**src/rtl/l2r_exp_datapath.sv**
```systemverilog
// l2r_exp_datapath
// Register-level datapath for left-to-right binary exponentiation.
// Computes A^B mod 2^DATA_W under the direction of an external control unit,
// reporting back the loop-termination (equals) and exponent-MSB (regBk) status.
module l2r_exp_datapath #(
  parameter int DATA_W = 8,
  parameter int EXP_W  = 8
) (
  input  logic              clk,
  input  logic              rst_n,
  input  logic [DATA_W-1:0] A_in,
  input  logic [EXP_W-1:0]  B_in,
  input  logic              LoadA,
  input  logic              LoadCoun,
  input  logic              LoadB,
  input  logic              ShiftB,
  input  logic              LoadC,
  input  logic              S_Coun,
  input  logic [1:0]        S_C,
  input  logic              Done,
  output logic              equals,
  output logic              regBk,
  output logic [DATA_W-1:0] Result,
  output logic              ResValid,
  output logic              Ovf
);

  // Counter must reach EXP_W+1 without wrapping so saturation never aliases to EXP_W.
  localparam int CNT_W = $clog2(EXP_W + 2);
  localparam logic [CNT_W-1:0] LP_CNT_MAX = '1;
  localparam logic [CNT_W-1:0] LP_CNT_EXP = CNT_W'(EXP_W);
  localparam logic [DATA_W-1:0] LP_ONE = DATA_W'(1);

  logic [DATA_W-1:0]   r_a;
  logic [EXP_W-1:0]    r_b;
  logic [DATA_W-1:0]   r_c;
  logic [CNT_W-1:0]    r_coun;
  logic                r_ovfAcc;
  logic [DATA_W-1:0]   r_result;
  logic                r_resValid;
  logic                r_ovf;

  logic [2*DATA_W-1:0] w_prodSq;
  logic [2*DATA_W-1:0] w_prodMul;
  logic                w_ovfSet;

  // Full-width products; the upper half only feeds overflow detection.
  assign w_prodSq  = {{DATA_W{1'b0}}, r_c} * {{DATA_W{1'b0}}, r_c};
  assign w_prodMul = {{DATA_W{1'b0}}, r_c} * {{DATA_W{1'b0}}, r_a};

  assign w_ovfSet = LoadC &&
                    (((S_C == 2'b01) && (|w_prodSq[2*DATA_W-1:DATA_W])) ||
                     ((S_C == 2'b10) && (|w_prodMul[2*DATA_W-1:DATA_W])));

  assign equals   = (r_coun == LP_CNT_EXP);
  assign regBk    = r_b[EXP_W-1];
  assign Result   = r_result;
  assign ResValid = r_resValid;
  assign Ovf      = r_ovf;

  // Base register: captured once at the start of an operation.
  always_ff @(posedge clk or negedge rst_n) begin
    if (!rst_n)     r_a <= '0;
    else if (LoadA) r_a <= A_in;
  end

  // Exponent register: a fresh load overrides a shift in the same cycle.
  always_ff @(posedge clk or negedge rst_n) begin
    if (!rst_n)      r_b <= '0;
    else if (LoadB)  r_b <= B_in;
    else if (ShiftB) r_b <= {r_b[EXP_W-2:0], 1'b0};
  end

  // Iteration counter: clear or saturating increment.
  always_ff @(posedge clk or negedge rst_n) begin
    if (!rst_n) begin
      r_coun <= '0;
    end else if (LoadCoun) begin
      if (!S_Coun)                   r_coun <= '0;
      else if (r_coun != LP_CNT_MAX) r_coun <= r_coun + 1'b1;
    end
  end

  // Accumulator: reinitialise to 1, square, multiply by base, or hold.
  always_ff @(posedge clk or negedge rst_n) begin
    if (!rst_n) begin
      r_c <= LP_ONE;
    end else if (LoadC) begin
      case (S_C)
        2'b00:   r_c <= LP_ONE;
        2'b01:   r_c <= w_prodSq[DATA_W-1:0];
        2'b10:   r_c <= w_prodMul[DATA_W-1:0];
        default: r_c <= r_c;
      endcase
    end
  end

  // Sticky overflow: any truncated product taints the operation; a set in the start cycle still wins.
  always_ff @(posedge clk or negedge rst_n) begin
    if (!rst_n)        r_ovfAcc <= 1'b0;
    else if (w_ovfSet) r_ovfAcc <= 1'b1;
    else if (LoadA)    r_ovfAcc <= 1'b0;
  end

  // Result capture on Done; a new start only invalidates, the old value stays visible.
  always_ff @(posedge clk or negedge rst_n) begin
    if (!rst_n) begin
      r_result   <= '0;
      r_resValid <= 1'b0;
      r_ovf      <= 1'b0;
    end else if (Done) begin
      r_result   <= r_c;
      r_resValid <= 1'b1;
      r_ovf      <= r_ovfAcc;
    end else if (LoadA) begin
      r_resValid <= 1'b0;
    end
  end

endmodule

```
**config.mk**
```make
export PLATFORM = sky130hd
export DESIGN_NAME = l2r_exp_datapath
export DESIGN_NICKNAME = d
export VERILOG_FILES = /design/src/rtl/l2r_exp_datapath.sv
export SDC_FILE = /design/constraint.sdc
export NUM_CORES = 1
export LEC_CHECK = 0
export CORE_ASPECT_RATIO = 1.2
export CORE_UTILIZATION = 39
export DETAILED_ROUTE_END_ITERATION = 8
export PLACE_DENSITY_LB_ADDON = 0.15
export SYNTH_ARGS = -nofsm -noshare
export SYNTH_HDL_FRONTEND = slang
export SYNTH_SLANG_ARGS = --single-unit
export TNS_END_PERCENT = 10
```
**constraint.sdc**
```tcl
create_clock -name clk -period 14.29 [get_ports clk]
set_input_delay 1.429 -clock clk [delete_from_list [all_inputs] [get_ports clk]]
set_output_delay 1.429 -clock clk [all_outputs]
set_load 0.005 [all_outputs]
```
==> flow_metrics.py <==
# Generated from Yosys and OpenROAD reports
metrics = {
    "run_status": {
        "status": "completed",
    },
    "route": {
        "drc_errors": 0,
        "drt_iter0_markers": 301,
    },
    "synth": {
        "synthTopLogicFamily": "adder cells",
        "ys_types": 59,
        "ys_sh_adder_pct": 36.3,
        "topCellsByArea": "fa_1 (21%), dfrtp_1 (17%), ha_1 (15%), inv_1 (7.4%), nand2_1 (4.7%)",
        "edf_count": 0,
        "ys_cells": 648,
        "top_cells_by_count": "inv_1 (112), nand2_1 (71), ha_1 (70)",
        "ys_sh_mux_pct": 6.21,
    },
    "worst_setup_path": {
        "cpLargestDelayFamily": "adder cells",
        "r2r_slack_ns": 9.00,
        "worstSetupEndpointType": "flop",
        "critPathLaunchType": "flop",
    },
    "place": {
        "hpwl_um": 10400,
        "gp_congestion": 0.816,
    },
    "power_and_ir_drop": {
        "power_leader": "combinational cells",
        "pg_seq_w": 0.000147,
        "p_sw_w": 0.000158,
        "powerDensity_nw_per_um2": 67.2,
        "internal_power_w": 0.000263,
    },
    "final_timing": {
        "finalCritPeriodShare_pct": 37.0,
        "hold_viol": 0,
        "worst_slew_pin_slew_ns": 0.973,
    },
    "layout": {
        "final_cells": 836,
        "final-comb-area_um2": 4140,
    },
    "min_path": {
        "min_to": "ResValid",
    },
    "floorplanning": {
        "fp.dieW_um": 112,
    },
    "run": {
        "cap_violations": 0,
    },
    "global_routing": {
        "grt_start_max_net_pins": 40,
    },
}
-- cells in the final DEF, fill, tap and decap left out, drive strengths merged, types with 3 or more instances in the layout --
cell type,count
ha,70
nor3b,3
inv,112
and2,42
clkdlybuf4s50,37
nand3,8
nor2,22
nor3,10
and3,6
a22oi,4
nand3b,3
mux2,17
xor2,4
a211oi,3
nor2b,6
a2111oi,3
nand2,71
a31oi,3
mux2i,16
o211ai,3
fa,59
a21o,4
nand2b,10
dfrtp,38
xnor2,8
o31ai,3
clkbuf,6
a21oi,21
nand4,3
o21ai,35
o22ai,3
-- final cells by class --
| class | instances | area share [%] |
|---|---|---|
| Sequential cell | 39 | 15.6 |
| Tap cell | 171 | 3.41 |
| Timing Repair Buffer | 38 | 5.99 |
| Clock buffer | 6 | 2.06 |
| Inverter | 112 | 6.71 |
| Multi-Input combinational cell | 468 | 66.1 |
| Clock inverter | 2 | 0.200 |
-- through the flow --
step           hold slack [ns]  util (%)  power [W]  cell area, um2  setup WS, ns
2_1_floorplan            0.477         -   0.000256            5660          9.41
3_3_place_gp             0.471      43.8   0.000308            6130          9.06
3_5_place_dp             0.480      43.8   0.000310            6130          8.99
4_1_cts                  0.495      44.8   0.000426            6270          8.99
5_1_grt                  0.517      44.8   0.000455            6270          8.64
6_report                 0.493      44.8   0.000421            6270          9.00
-- flip-flops by register name, indices dropped and copies added, names as in the netlist --
| register | cells |
|---|---|
| ResValid | 1 |
| Ovf | 1 |
| r_c | 8 |
| r_ovfAcc | 1 |
| Result | 8 |
| r_coun | 4 |
| r_a | 8 |
| r_b | 8 |
-- layer usage --
metal	wire length [um]	part of all wire, %	global-route usage, %
met4	199	1.5	5.19
met2	6630	51	34.3
met5	0	0	0
met1	5930	46	24.6
met3	265	2.0	1.13
Fig. 1: a small window of the routed layout
Window x 16 to 41, y 88 to 113 um. Cells in gray, sequential cells in the stronger gray; small squares are vias.
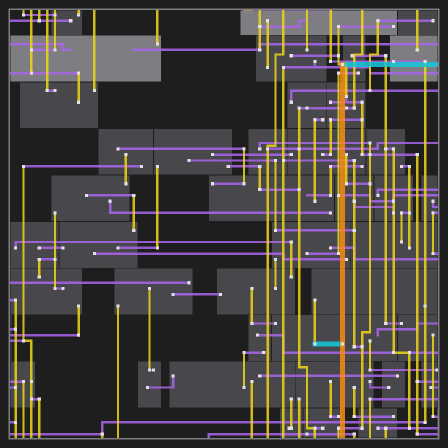
Key: purple = M1; cyan = M3; orange = M4; yellow = M2
Netlist names of flops here include r_a (1), r_coun (1). Sequential cells in the window: 2. 37 logic cells have their middle in the window. Most frequent: ha_1 (11), and2_1 (8), inv_1 (6).

Fig. 2: cells by drive strength
Scale: 3 px per um.
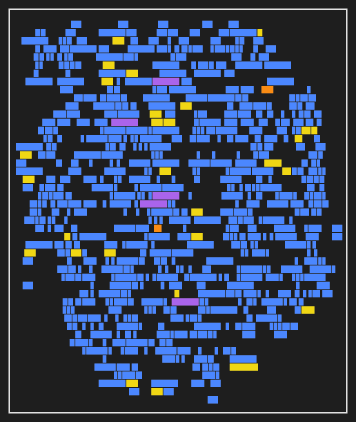
Key: purple = x6 and larger [cells 5, share 0.75%, most used clkbuf_16]; yellow = x2 [cells 28, share 4.2%, most used mux2_2]; orange = x3 and x4 [cells 2, share 0.30%]; blue = x1 and smaller [cells 630, share 95%, most used inv_1]

Fig. 3: metal 1
Scale: 4 px per um.
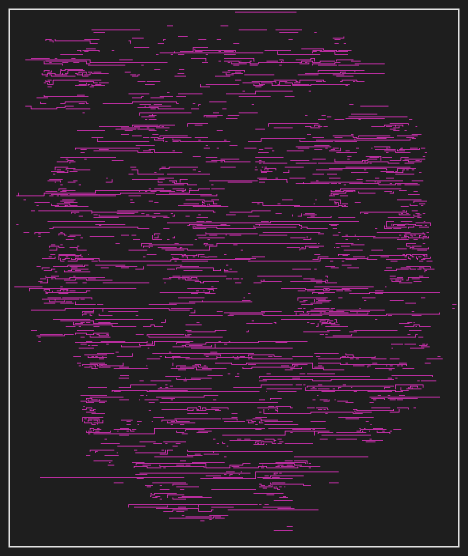
763 nets have wire on it. The layer holds 46% of the routed length. The layer carries 5930 um of wire. The longest straight run is 35.9 um.
detailed-route via count: 4361
Total Wirelength: 13000 um
M1 GR Usage: 24.6%

Fig. 4: track usage over the die
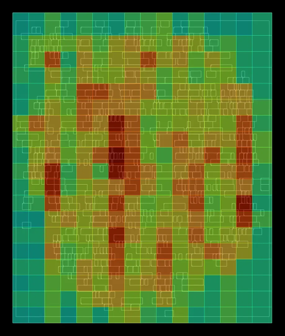
met2 Usage GRT: 34.3%
most used routing layer: met2
WL per Instance: 15.6 um
Final Util: 44.8%
Total GRT Usage: 19.0%

Fig. 5: cell classes on the final placement
Scale: 3 px per um.
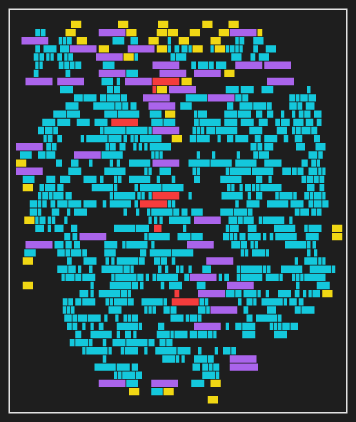
Key: purple = sequential cells [cells 39, share of their area 16%]; red = clock drivers and dummy loads [cells 8, share of their area 2.3%]; cyan = remaining logic cells [cells 580, share of their area 75%]; yellow = remaining buffers and delay cells [cells 38, share of their area 6.2%]

No activity file was given, so power comes from the tool's default toggle rates.
